layer_met2.png
Drawn at 1 px/µm. Cells faint in the background.
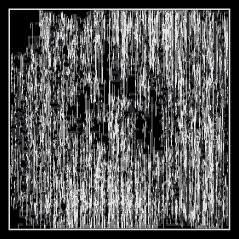
logic_types.png
Drawn at 2 px/µm.
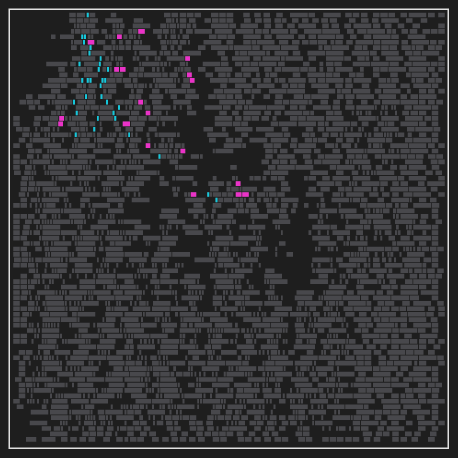
layer_met3.png
Drawn at 1 px/µm.
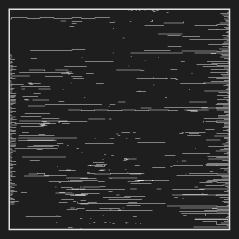
congestion.png
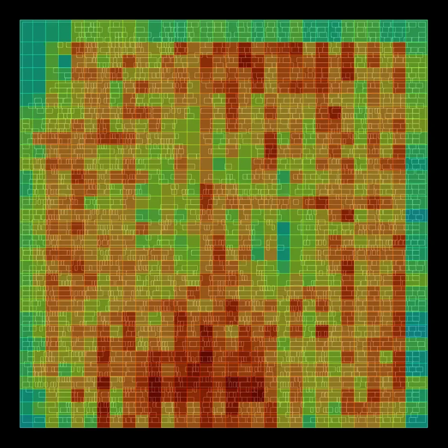
sizes.png
Drawn at 2 px/µm.
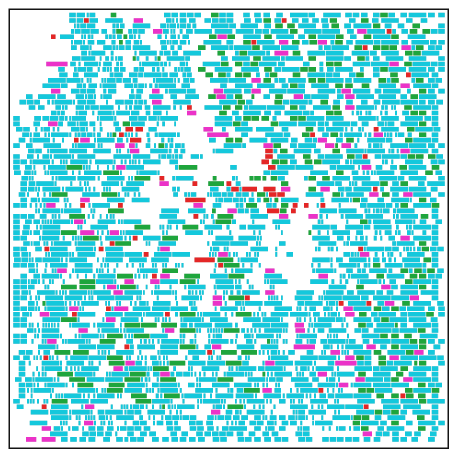
Design call_frame_ctrl, sky130hd; sources not shown.
==> impl_metrics.env <==
# yosys + openroad results
export IMPL_syn_area_um2=23490
export IMPL_logic_family="simple AND/OR/NAND/NOR gates"
export IMPL_xor_share=0.01486
export IMPL_intPower_uw=9172
export IMPL_p_leak_uw=0.01487
export IMPL_warnings=54
export IMPL_crit_slowest_cell="buf_4"
export IMPL_pre_cts_slack_ns=2.291
export IMPL_drtIter0Drc=1474
export IMPL_p_per_area_nw_per_um2=488.2
export IMPL_power_switching_share=0.3953
export IMPL_clk_pin_slew_ns=0.06
export IMPL_cts_buffer_depth=3
export IMPL_drt_first_pass_iters=5
export IMPL_crit_type="reg -> out"
export IMPL_clock_fmax_ghz=0.1815
export IMPL_grt_usage=0.3198
export IMPL_path_buffers=2
export IMPL_ant_nets=0
export IMPL_worstSetupEndpointType="output pin"
export IMPL_die_h_um=218.8
export IMPL_grt_max_degree=176
export IMPL_status="finished, final reports clean"
export IMPL_worst_ir_drop_vdd_mv=0.5242
export IMPL_cp_common_cell="a21o_1"
export IMPL_worstPathArrival_ns=4.09
export IMPL_yosysChipArea_um2=23490
export IMPL_crit_path_cell_trace="buf_4 > ha_1 > a21o_1 > a21o_1 > a21oi_1 > and4b_1 > xnor2_1 > nor2_1 > clkdlybuf4s50_1"
export IMPL_nNetsFinal=3042
export IMPL_antenna_found_initial=7
export IMPL_cp_start_kind="register"
export IMPL_clock_latency_ns=0.66
export IMPL_syn_nets=2518
export IMPL_synthCells=2190
export IMPL_worst_clock_skew_ns=0.03516
export IMPL_edf_count=0
export IMPL_ys_ff=506
export IMPL_slew_headroom=0.3246
export IMPL_ctsHoldBuffers=0
export IMPL_port_buffer_count=539
export IMPL_grt_pass1_wl_mm=111.1
export IMPL_drive_gt1_frac=0.1623
export IMPL_required_ns=5.68
export IMPL_cts_tree="built"
export IMPL_core_um2=46460
export IMPL_cts_sinks=506
export IMPL_crit_cells=9
export IMPL_dieArea_um2=47850
export IMPL_vias_per_cell=5.406
export IMPL_yosysSeqAreaShare=0.5390
export IMPL_grt_setup_unrepaired="no"
export IMPL_cp_max_fo=56
export IMPL_synth_distinct_cells=64
export IMPL_cts_setup_buffers=0
export IMPL_setup_ws_ns=1.592
export IMPL_p_total_uw=15170
export IMPL_ctsResizeCount=0
export IMPL_fa_ha_area_frac=0.04101
export IMPL_root_buffer="clkbuf_8"
export IMPL_maxSlewViolCount=0
export IMPL_hold_depth=2
export IMPL_final_cell_mix="nand2_1 (841), clkdlybuf4s50_1 (538), dfrtp_1 (503), mux2_2 (191), clkbuf_8 (94)"
export IMPL_pg_seq_uw=4800
export IMPL_seqPwrFrac=0.317
export IMPL_drc=0
export IMPL_path_delay_family="buffers and inverters"
Notes on layer_met2.png above:
wire length on this layer: 35.5 mm
longest straight run: 83.0 µm
met2 usage in global routing: 0.5040
via count: 18.30k
final wirelength: 73.25 mm

Notes on logic_types.png above:
[cyan] inv cells | cells: 32 | most used: inv_1 | where: upper left
[magenta] non-inverting ao/oa cells | cells: 19 | most used: a21o_1
Finished Layout Cells: 3,384
Commonest Layout Cell: nand2_1

Notes on layer_met3.png above:
main direction: horizontal
wire length on this layer: 5,300 µm
M3 GR Usage: 0.06681

Notes on congestion.png above:
routed len/inst: 21.65 µm
layer with the highest usage: met2
met1 Use GR: 0.4070

Notes on sizes.png above:
[green] _2 cells | cells: 285 | most used: mux2_2
[cyan] _0 and _1 cells | cells: 2,322 | most used: nand2_1
[magenta] _6 and larger | cells: 105 | most used: clkbuf_8
[red] _3 and _4 cells | cells: 60 | most used: clkbuf_4
Signal buffers: 555
synthesis-to-finish area growth: 32.25%
post-layout instance area: 31,070 µm²

worst register-to-register path, stage by stage (launching register included):
cell and delay [ns]:
dfrtp_1 0.45, inv_1 0.27, ha_1 0.21, a21boi_0 0.15, xnor2_1 0.55, inv_1 0.13, ha_1 0.30, ha_1 0.33
xnor2_1 0.16, fa_1 0.52, inv_1 0.04, ha_1 0.35, o21a_1 0.20, o31a_1 0.12, o21a_1 0.18, or2_2 0.29
xnor2_1 0.13, a221oi_1 0.29
synth_stat cells (17+ instances only):
| library cell | instances | share of area |
|---|---|---|
| mux2i_1 | 17 | 0.0072 |
| mux4_2 | 64 | 0.061 |
| and2_1 | 65 | 0.017 |
| inv_1 | 32 | 0.0051 |
| ha_1 | 53 | 0.028 |
| mux2_2 | 191 | 0.092 |
| clkbuf_1 | 80 | 0.013 |
| nor2_1 | 32 | 0.0051 |
| o21ai_0 | 83 | 0.018 |
| dfrtp_1 | 506 | 0.54 |
| nand2_1 | 842 | 0.13 |
| a21oi_1 | 24 | 0.0051 |
| xnor2_1 | 24 | 0.0089 |
through the flow:
stage | instances | util | cell area (µm²)
5_1_grt | 3384 | 0.6687 | 31070
6_report | 3384 | 0.6687 | 31070
2_1_floorplan | 2190 | - | 23490
3_5_place_dp | 3235 | 0.6310 | 29320
4_1_cts | 3379 | 0.6684 | 31050
3_3_place_gp | 3235 | 0.6310 | 29310
metal layers:
layer	up-vias	GRT usage	part of all wire
li1	8270	-	-
met1	9179	0.4070	0.41
met2	726	0.5040	0.48
met3	120	0.06681	0.072
met4	0	0.1213	0.034
met5	-	-	0
cell type report:
class	count	area, µm²
antenna	5	12.51
clock buffer	125	1526
clock inverter	19	210.2
fill	3622	15390
inverter	32	120.1
multi-input combinational	1535	10200
sequential	506	12670
tap	607	759.5
timing repair buffer	555	5570
